Design branch_fwd_ctrl, sky130hd; sources not shown.
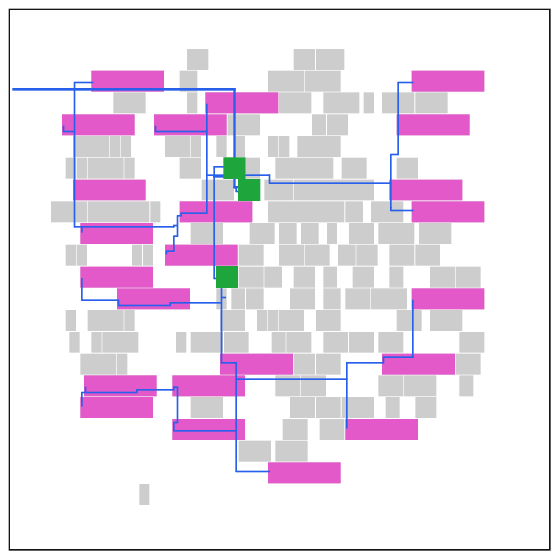
**Above:** run 1 (routed clock nets over the placement).
(8 px per um)
clock wires: in blue, length 295 um. flip-flops: in magenta, count 23. clock drivers: in green, count 3.
There are 4 routed clock nets.
Final Skew: 0.00281 ns
Clock power frac: 0.216

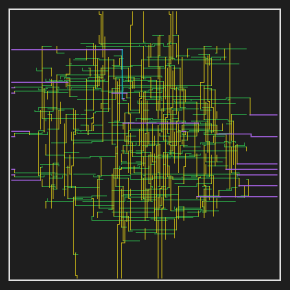
**Above:** run 1 (metal layers overlaid).
(4 px per um)
metal 4: in cyan, wire length 12.2 um. metal 2: in yellow, wire length 1,650 um. metal 1: in green, wire length 1,460 um. metal 3: in purple, wire length 164 um.
via count: 1,050
overall routing resource usage: 0.157
final wirelength: 3280 um
routed len/inst: 17.0 um

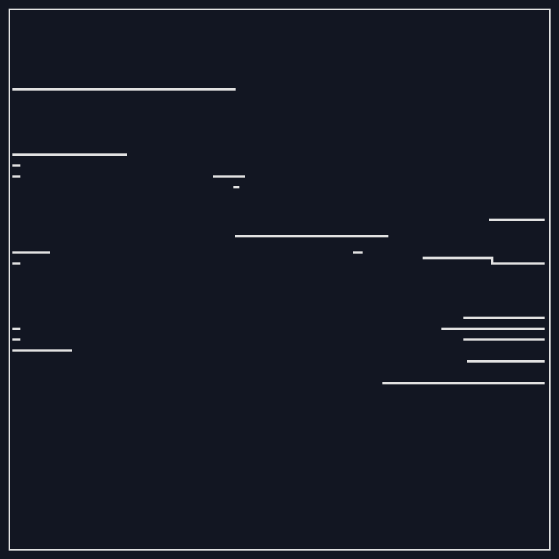
**Above:** run 1 (signal wires on met3).
(8 px per um)
The layer carries 164 um of wire. The wires run mostly horizontal. 19 nets have wire on it.
met3 usage in global routing: 0.0366

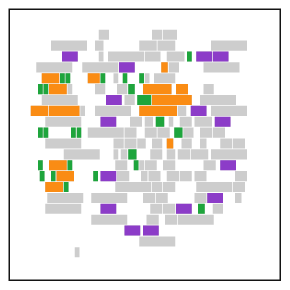
**Above:** run 1 (selected gate families).
(4 px per um)
nand cells: in green, cells 25. mux cells: in purple, cells 15. aoi and oai cells: in orange, cells 14.
multi-input gate share of the layout cell area: 0.533
post-route non-filler standard cell count: 193

==> results.py, run 1 <==
# Generated from Yosys and OpenROAD reports
metrics = {
    "worst_setup_path": {
        "worst-r2r-setup-slack_ns": 0.04,
        "capturing_element_type_of_the_critical_path": "primary output",
        "rr_worst_depth": 8,
        "path_cells": "xor2_1, nor4_2, nand4_1, o41ai_4, buf_6, nor4_2",
        "max_stage_delay_ns": 0.47,
        "critical_path.most_common_cell": "nor4_2",
        "worst_path_dominant_cell_family": "simple AND/OR/NAND/NOR gates",
        "worst-endpoint-required_ns": 1.74,
        "crit_arrival_ns": 2.10,
        "path_depth": 6,
        "crit_fanout": 4,
        "crit_buf_inv": 1,
        "cp_max_stage_cell": "o41ai_4",
        "crit_type": "reg2out",
    },
    "final_layout": {
        "layout_top_cells_excl_fill_tap": "23 x dfrtp_1, 19 x nand2_1, 19 x xor2_1",
        "nMultiInputCombCells": 103,
        "final_util": 0.494,
        "n_sequential_cell": 23,
        "non_clock_buffering_overhead_in_the_final_layout": 0.0632,
        "share_of_layout_cells_above_drive_strength_1": 0.320,
        "nClkBuffers": 4,
        "layout_top_cell_excl_fill_tap": "dfrtp_1",
        "multiInputGateArea_um2": 887,
        "layout.filler_cells": 341,
        "nonClockInverterCount": 3,
        "clk_share": 0.0158,
        "num-nets-final": 171,
        "plain_repair_buffers": 14,
        "areaGrowthSynthToFinish_pct": 20.9,
        "antennaDiodeCount": 0,
        "dominant_cells": "combinational gates",
        "post-route-cell-area_um2": 1660,
        "area.share.sequential": 0.346,
    },
    "clock_network": {
        "numCtsBuffers": 3,
        "ctsLongestPathBuffers": 2,
        "clock_insertion_delay_worst_skew_ns": 0.31,
        "cts_resized": 2,
        "tritoncts_sink_count": 23,
        "post-cts-setup-buffer-count": 9,
        "cts-root-buf": "clkbuf_4",
        "clkSlewWorstSetupHoldPaths_ns": 0.13,
        "h-tree-depth": 1,
        "holdBufCountCts": 0,
        "clock_tree_from_tritoncts": "yes",
    },
    "timing": {
        "fin_worst_hold_slack_ns": 0.183,
        "timing.final.setup_violations": 5,
        "final-hold-violation-count": 0,
        "rsz_0062_raised_after_global_routing": "true",
        "setup_total_negative_slack_ns": -1.66,
        "timing.final.crit_period_ns": 2.53,
        "maxSlewViolCount": 0,
        "max_slew_headroom": 0.411,
        "tightest_slew_ns": 0.882,
        "clock.fmax_mhz": 395,
        "final.setup.worst_slack_ns": -0.353,
        "layout_worst_path_cycle_share": 1.16,
    },
    "route": {
        "drt-met1-wl_um": 1460,
        "remaining_drc_errors": 0,
        "dr.first_iter.drc_count": 39,
        "highest_routed_layer": "met4",
        "ant_nets": 0,
        "via_per_inst": 5.44,
        "detail_route.first_pass.iterations": 4,
        "met2_wirelength_um": 1650,
        "wl_met3_um": 164,
    },
    "grt": {
        "use_met2": 0.266,
        "first_pass_grt_wire_length_um": 5310,
        "grt_start_max_net_pins": 24,
        "antenna_found_initial": 0,
        "grt-ovfl-total": 0,
        "first_global_vias": 1103,
        "grt_busiest_layer": "met2",
        "grt_util_met1": 0.205,
    },
    "power": {
        "powerClk_mw": 0.202,
        "peakVddDrop_uv": 261,
        "power_combinational_mw": 0.205,
        "power_frac_seq": 0.565,
        "seq_power_mw": 0.529,
        "reported_net_switching_power_mw": 0.277,
        "power.switching_fraction": 0.296,
        "power.share.combinational": 0.219,
        "power.density_cell_area_nw_per_um2": 563,
        "intPower_mw": 0.659,
        "dominant_power_group": "sequential cells",
        "p_total_mw": 0.936,
        "total_leakage_power_nw": 0.697,
    },
    "floorplan": {
        "dieWidth_um": 67.4,
        "io_pins": 28,
        "dieArea_um2": 4540,
        "die_h_um": 67.4,
        "core_area_um2": 3360,
        "row_count": 21,
        "tapCellCount": 46,
        "floorplan.initialDensity": 0.409,
    },
    "synthesis": {
        "synthAdderAreaFrac": 0,
        "ys_dominant_reg_cell": "dfrtp_1",
        "synth.top_cells.by_count": "23 x dfrtp_1, 19 x nand2_1, 19 x xor2_1, 15 x mux2_2, 11 x xnor2_1",
        "ys_top_logic_family": "XOR/XNOR gates",
        "synth_simple_gate_area_share": 0.162,
        "synth.cell_area_um2": 1380,
        "synth_stat.cells": 133,
        "yosysWarnings": 0,
        "yosys_area_um2": 1380,
        "synth.area.mux_share": 0.123,
        "ys_async_sr_fraction": 1.00,
        "synth.cellmix.compoundShare": 0.0810,
        "ys_top_cells_by_area": "dfrtp_1 42%, mux2_2 12%, xor2_1 12%",
        "synth.yosys.seq_area_share": 0.419,
        "synthDominantCellAreaShare": 0.419,
        "post_synth_num_cell_types": 28,
        "ys_sh_xor": 0.191,
        "synth_top_cell_by_area": "dfrtp_1",
        "synth_cells": 133,
        "synth_flops": 23,
        "library_cell_with_the_highest_instance_count_after_synthesis": "dfrtp_1",
        "avgSynthCellArea_um2": 10.3,
        "flip_flops_with_a_built_in_enable": 0,
    },
    "placement": {
        "dpl_worst_slack_ns": -0.0735,
        "post-place-cells": 179,
        "placed_cell_area_um2": 1470,
        "port-buffer-count": 0,
        "detailedPlacementHpwl_um": 2420,
        "globalplace.congestion": 0.785,
    },
    "status": {
        "run_status": "finished, violations left",
        "violated_checks": "setup timing",
    },
    "run": {
        "maxCapViolations": 0,
        "warnings": 29,
    },
    "min_path": {
        "timing.hold.worst.class": "in2async",
    },
}
**Run 1: clock wiring as the flow saved it**

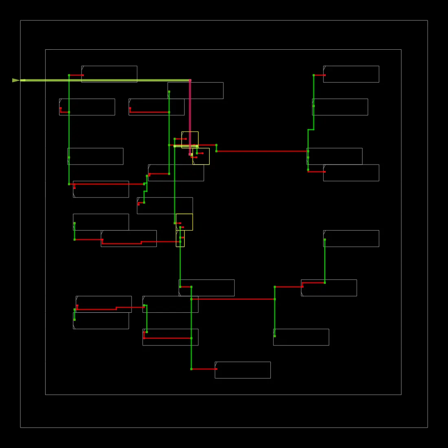

==> run 2: changes to the inputs <==
- PLACE_DENSITY: 0.53 -> unset
- TNS_END_PERCENT: unset -> 50
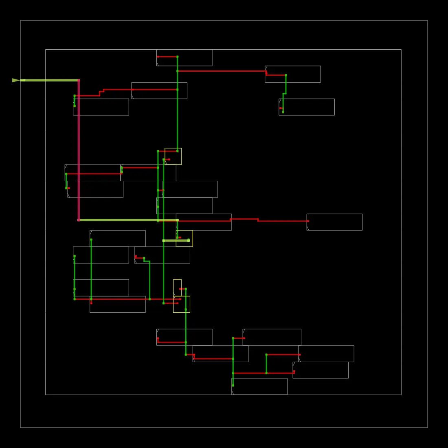
**Above:** run 2 (clock wiring as the flow saved it).
count of clock buffers in the final design: 4
TritonCTS sink count: 23
number of buffers inserted during clock tree synthesis: 3
sequential cell count of the final layout: 23
Final Skew: 0.00925 ns

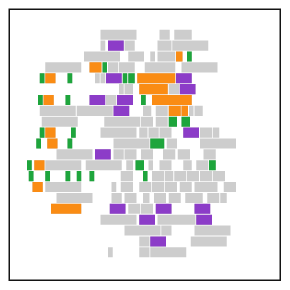
**Above:** run 2 (selected gate families).
(4 px per um)
Commonest Layout Cell: dfrtp_1
multi-input gate share of the layout cell area: 0.531

==> results.py, run 2 <==
# Generated from Yosys and OpenROAD reports
metrics = {
    "timing": {
        "timing.final.setup_violations": 5,
        "final-hold-violation-count": 0,
        "timing.final.crit_period_ns": 2.54,
        "maxSlewViolCount": 0,
        "rsz_0062_raised_after_global_routing": "true",
        "layout_worst_path_cycle_share": 1.17,
        "clock.fmax_mhz": 393,
        "setup_total_negative_slack_ns": -1.74,
        "fin_worst_hold_slack_ns": 0.194,
        "max_slew_headroom": 0.392,
        "final.setup.worst_slack_ns": -0.365,
    },
    "grt": {
        "grt_start_max_net_pins": 24,
        "grt_util_met1": 0.195,
        "grt_busiest_layer": "met2",
        "overall_routing_resource_usage": 0.159,
        "use_met2": 0.266,
        "grt-ovfl-total": 0,
        "first_global_vias": 1132,
        "first_pass_grt_wire_length_um": 5340,
    },
    "synthesis": {
        "synthDominantCellAreaShare": 0.419,
        "ys_top_logic_family": "XOR/XNOR gates",
        "yosysWarnings": 0,
        "library_cell_with_the_highest_instance_count_after_synthesis": "dfrtp_1",
        "post_synth_num_cell_types": 28,
        "synth_simple_gate_area_share": 0.162,
        "avgSynthCellArea_um2": 10.3,
        "synth.yosys.seq_area_share": 0.419,
        "ys_top_cells_by_area": "dfrtp_1 42%, mux2_2 12%, xor2_1 12%",
        "synth.top_cells.by_count": "23 x dfrtp_1, 19 x nand2_1, 19 x xor2_1, 15 x mux2_2, 11 x xnor2_1",
        "synth_top_cell_by_area": "dfrtp_1",
        "flip_flops_with_a_built_in_enable": 0,
        "synth.cell_area_um2": 1380,
        "synthAdderAreaFrac": 0,
        "ys_sh_xor": 0.191,
        "yosys_area_um2": 1380,
    },
    "final_layout": {
        "instances_no_fill": 192,
        "nMultiInputCombCells": 103,
        "areaGrowthSynthToFinish_pct": 18.7,
        "num-nets-final": 170,
        "post-route-cell-area_um2": 1630,
        "layout.filler_cells": 333,
        "antennaDiodeCount": 0,
        "clk_share": 0.0161,
        "final_util": 0.485,
        "plain_repair_buffers": 13,
        "share_of_layout_cells_above_drive_strength_1": 0.281,
        "non_clock_buffering_overhead_in_the_final_layout": 0.0575,
    },
    "worst_setup_path": {
        "rr_worst_depth": 7,
        "worst-endpoint-required_ns": 1.74,
        "path_cells": "xor2_1, nor4_2, nand4_1, or4_1, nor3_2",
        "worst_path_dominant_cell_family": "simple AND/OR/NAND/NOR gates",
        "path_depth": 5,
        "max_stage_delay_ns": 0.48,
        "worst-r2r-setup-slack_ns": 0.14,
        "crit_type": "reg2out",
        "capturing_element_type_of_the_critical_path": "primary output",
        "crit_arrival_ns": 2.11,
    },
    "route": {
        "highest_routed_layer": "met4",
        "remaining_drc_errors": 0,
        "wirelength_um": 3260,
        "wl_met3_um": 153,
        "vias": 1050,
        "post_drt_wl_per_cell_um": 17.0,
        "dr.first_iter.drc_count": 40,
        "detail_route.first_pass.iterations": 4,
        "drt-met1-wl_um": 1470,
        "ant_nets": 0,
        "met2_wirelength_um": 1560,
        "via_per_inst": 5.47,
    },
    "floorplan": {
        "die_h_um": 67.4,
        "floorplan.initialDensity": 0.409,
        "dieArea_um2": 4540,
        "row_count": 21,
        "core_area_um2": 3360,
        "dieWidth_um": 67.4,
        "tapCellCount": 46,
        "io_pins": 28,
    },
    "power": {
        "seq_power_mw": 0.532,
        "power_frac_seq": 0.572,
        "power.share.combinational": 0.212,
        "power_combinational_mw": 0.197,
        "power.density_cell_area_nw_per_um2": 570,
        "intPower_mw": 0.655,
        "total_leakage_power_nw": 0.671,
        "p_total_mw": 0.931,
        "peakVddDrop_uv": 272,
        "share_clk_of_total_power": 0.216,
        "reported_net_switching_power_mw": 0.276,
        "power.switching_fraction": 0.296,
        "dominant_power_group": "sequential cells",
    },
    "run": {
        "maxCapViolations": 0,
        "warnings": 29,
    },
    "clock_network": {
        "post-cts-setup-buffer-count": 9,
        "cts_resized": 5,
        "clock_tree_from_tritoncts": "yes",
        "clock_insertion_delay_worst_skew_ns": 0.31,
        "cts-root-buf": "clkbuf_4",
        "ctsLongestPathBuffers": 2,
    },
    "min_path": {
        "timing.hold.worst.class": "in2reg",
    },
    "status": {
        "run_status": "finished, violations left",
        "violated_checks": "setup timing",
    },
    "placement": {
        "globalplace.congestion": 0.743,
        "dpl_worst_slack_ns": -0.112,
        "post-place-cells": 179,
    },
}
Power figures rest on the tool's default switching activity, not on a simulated workload.
